**Sequential cells coloured by netlist name**

Bar = 100 µm.
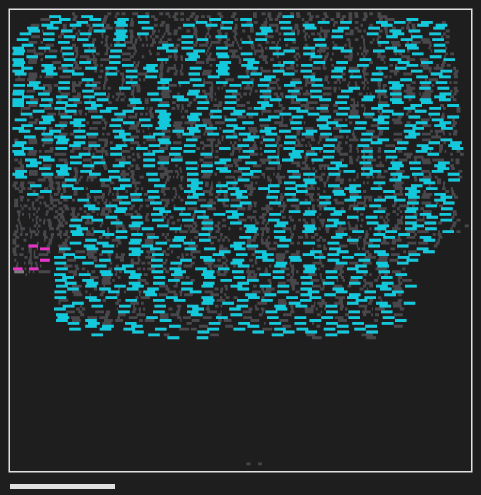
**Placed cells, one colour a class**

Bar = 100 µm.
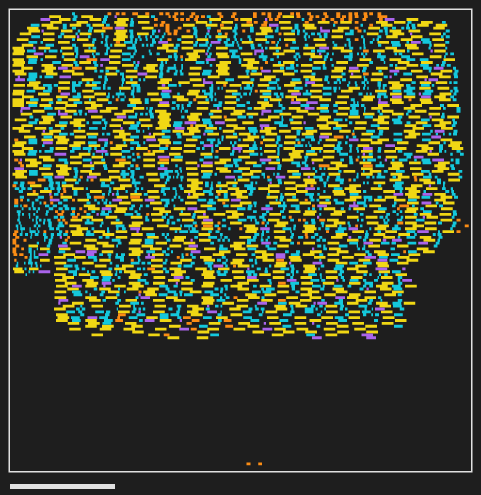
**Routing congestion**

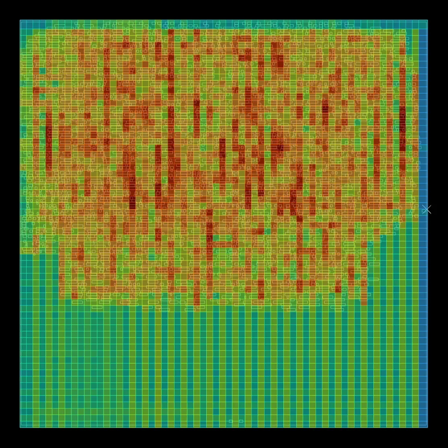
### config.mk
export PLATFORM = sky130hd
export DESIGN_NAME = regfile_param
export DESIGN_NICKNAME = d
export VERILOG_FILES = /design/src/rtl/regfile_param.sv
export SDC_FILE = /design/constraint.sdc
export NUM_CORES = 1
export LEC_CHECK = 0
export CAP_MARGIN = 20
export CELL_PAD_IN_SITES_DETAIL_PLACEMENT = 2
export CELL_PAD_IN_SITES_GLOBAL_PLACEMENT = 2
export CORE_UTILIZATION = 26
export DETAILED_ROUTE_END_ITERATION = 8
export GPL_ROUTABILITY_DRIVEN = 0
export GPL_TIMING_DRIVEN = 1
export PLACE_DENSITY = 0.58
export SKIP_LAST_GASP = 1
export SYNTH_ARGS = -nofsm -noshare
export SYNTH_HDL_FRONTEND = slang
export SYNTH_SLANG_ARGS = --single-unit
### constraint.sdc
create_clock -name clk -period 7.7 [get_ports clk]
set_input_delay 0.77 -clock clk [delete_from_list [all_inputs] [get_ports clk]]
set_output_delay 0.77 -clock clk [all_outputs]
set_load 0.02 [all_outputs]
### src/rtl/regfile_param.sv
// Parametrised register file with N combinational read ports, one write port,
// optional zero register, optional write-to-read bypass and a clear sweeper.
//
// Ports:
//   clk, rst_n  - clock, async active-low reset
//   clr_req     - start a full zeroing sweep (ignored while one is running)
//   ready       - 1 in normal operation, 0 while the sweep runs
//   we3/wa3/wd3 - write enable, address, data
//   ra          - packed read addresses, port k at [k*AW +: AW]
//   rd          - packed read data,      port k at [k*XLEN +: XLEN]
module regfile_param #(
  parameter int XLEN     = 32,
  parameter int NREGS    = 32,
  parameter int NRD      = 2,
  parameter int ZERO_REG = 1,
  parameter int BYPASS   = 1,
  parameter int AW       = $clog2(NREGS)
) (
  input  logic              clk,
  input  logic              rst_n,
  input  logic              clr_req,
  output logic              ready,
  input  logic              we3,
  input  logic [AW-1:0]     wa3,
  input  logic [XLEN-1:0]   wd3,
  input  logic [NRD*AW-1:0] ra,
  output logic [NRD*XLEN-1:0] rd
);

  if (NREGS < 2) begin : g_bad_depth
    $error("regfile_param: NREGS must be at least 2");
  end
  if (NRD < 1 || NRD > 4) begin : g_bad_nrd
    $error("regfile_param: NRD must be 1..4");
  end

  // Address space is fully populated when NREGS is a power of two; the
  // range checks then collapse to constants and are left out entirely.
  localparam bit FULL = (NREGS == (1 << AW));
  localparam logic [AW-1:0] LAST = AW'(NREGS - 1);

  typedef enum logic {
    CLEAR = 1'b0,
    RUN   = 1'b1
  } state_t;

  state_t        state_q;
  state_t        state_d;
  logic [AW-1:0] ptr_q;
  logic [AW-1:0] ptr_d;

  logic [XLEN-1:0] mem [NREGS];

  logic            wa_ok;
  logic            wr_ok;
  logic            mem_we;
  logic [AW-1:0]   mem_wa;
  logic [XLEN-1:0] mem_wd;

  if (FULL) begin : g_wa_full
    assign wa_ok = 1'b1;
  end else begin : g_wa_chk
    assign wa_ok = ({1'b0, wa3} < (AW+1)'(NREGS));
  end

  // A user write is real only in range and not aimed at a hardwired zero.
  assign wr_ok = we3 & wa_ok
               & ~((ZERO_REG != 0) && (wa3 == '0));

  assign ready = (state_q == RUN);

  always_ff @(posedge clk or negedge rst_n) begin
    if (!rst_n) begin
      state_q <= CLEAR;
      ptr_q   <= '0;
    end else begin
      state_q <= state_d;
      ptr_q   <= ptr_d;
    end
  end

  always_comb begin
    state_d = state_q;
    ptr_d   = ptr_q;
    mem_we  = 1'b0;
    mem_wa  = ptr_q;
    mem_wd  = '0;
    unique case (state_q)
      CLEAR: begin
        // Sweep owns the write port; user writes and clr_req are dropped.
        mem_we = 1'b1;
        mem_wa = ptr_q;
        mem_wd = '0;
        if (ptr_q == LAST) begin
          state_d = RUN;
          ptr_d   = '0;
        end else begin
          ptr_d = ptr_q + AW'(1);
        end
      end
      RUN: begin
        if (wr_ok) begin
          mem_we = 1'b1;
          mem_wa = wa3;
          mem_wd = wd3;
        end
        // The write above still lands; the sweep zeroes it later.
        if (clr_req) begin
          state_d = CLEAR;
          ptr_d   = '0;
        end
      end
      default: begin
        state_d = CLEAR;
        ptr_d   = '0;
      end
    endcase
  end

  // Storage has no reset; the sweep initialises it.
  always_ff @(posedge clk) begin
    if (mem_we) begin
      mem[mem_wa] <= mem_wd;
    end
  end

  for (genvar k = 0; k < NRD; k++) begin : g_rd
    logic [AW-1:0]   a;
    logic            in_rng;
    logic [XLEN-1:0] val;

    assign a = ra[k*AW +: AW];

    if (FULL) begin : g_full
      assign in_rng = 1'b1;
    end else begin : g_chk
      assign in_rng = ({1'b0, a} < (AW+1)'(NREGS));
    end

    always_comb begin
      val = '0;
      if (state_q == CLEAR) begin
        val = '0;
      end else if (!in_rng) begin
        val = '0;
      end else if ((ZERO_REG != 0) && (a == '0)) begin
        val = '0;
      end else if ((BYPASS != 0) && we3 && (wa3 == a)) begin
        val = wd3;
      end else begin
        val = mem[a];
      end
    end

    assign rd[k*XLEN +: XLEN] = val;
  end

endmodule

==> flow_metrics.env <==
# yosys + openroad results
export IMPL_place_inst=5328
export IMPL_worstPathCellList="clkdlybuf4s50_1 -> xor2_1 -> nor4_1 -> nand3_4 -> buf_4 -> a41oi_1 -> clkdlybuf4s50_1"
export IMPL_crit_required_ps=6930
export IMPL_tns_ps=0
export IMPL_aoi_share_pct=7.696
export IMPL_regMostFlops="mem"
export IMPL_drt_first_pass_iters=7
export IMPL_sw_frac_of_total_pct=29.50
export IMPL_endpoint_kind="output port"
export IMPL_logic_area_um2=17390
export IMPL_h_tree_depth=3
export IMPL_crit_top_cell="clkdlybuf4s50_1"
export IMPL_chipHeight_um=437.4
export IMPL_fin_crit_ps=5427
export IMPL_crit_fanout=33
export IMPL_comb_area_share_pct=30.24
export IMPL_start_kind="primary input"
export IMPL_maxPowerGroup="sequential cells"
export IMPL_via_per_inst=5.590
export IMPL_area_leaders="edfxtp_1, mux4_2, mux2i_1"
export IMPL_antenna_found_initial=8
export IMPL_final_cells=5555
export IMPL_fillers=19020
export IMPL_place_ws_ps=2376
export IMPL_wl_met1_um=87230
export IMPL_fin_area_um2=57500
export IMPL_pg_comb_mw=2.81
export IMPL_syn_num_nets=2924
export IMPL_synth_cell_type_count=54
export IMPL_xor_area_share_pct=0.2132
export IMPL_syn_inst=2871
export IMPL_ys_sh_mux_pct=23.86
export IMPL_ff2ff_path_depth=5
export IMPL_finalMaxSlewViolations=0
export IMPL_cp_slowest_cell="clkdlybuf4s50_1"
export IMPL_violations="DRC"
export IMPL_biggestCellCategory="sequential cells"
export IMPL_dieWidth_um=437.4
export IMPL_lay_top_cells="edfxtp_1, mux2i_1, mux4_2"
export IMPL_die_area_um2=191300
export IMPL_vias=31050
export IMPL_finalHoldViolCount=0
export IMPL_top_area_share_pct=62.38
export IMPL_regToRegEndpoint="mem[16][3]"
export IMPL_outcome="complete, but fails checks"
export IMPL_fp_util_pct=26.22
export IMPL_hold_ws_ps=307.8
export IMPL_nNonClkInverters=4
export IMPL_ys_seq_share_pct=62.69
export IMPL_place_area_um2=53450
export IMPL_post_route_drc_count=2
export IMPL_fmax_ghz=0.1843
export IMPL_syn2layout_area_growth_pct=16.65
export IMPL_io_pins=116
export IMPL_path_delay_family="buffers and inverters"
export IMPL_cts_buffer_depth=3
export IMPL_met3_usage_pct=2.823
export IMPL_ys_flops=1030
export IMPL_netlist_top_cells_count="edfxtp_1, mux2i_1, mux4_2"
export IMPL_ys_cells=2871
export IMPL_postRouteAntennaNets=0
export IMPL_cts_root_buf="clkbuf_16"
export IMPL_rows=159
export IMPL_fa_ha_area_share_pct=0.05077
export IMPL_grt_pass1_wl_um=272500
export IMPL_drt_wl_total_um=198500
About 'sequential cells coloured by netlist name':
- ptr_q: magenta (flops 5; where west)
- mem: cyan (flops 1024)
- not coloured: 1

About 'placed cells, one colour a class':
- clock drivers and dummy loads: purple (cells 203)
- combinational and other logic: cyan (cells 1593)
- remaining buffers and delay cells: orange (cells 230)
- sequential cells: yellow (cells 1030)

About 'routing congestion':
GRT busiest layer: met2
WL/cell: 35.73 µm
Tot GR Track Use: 20.44%
fin util: 30.58%

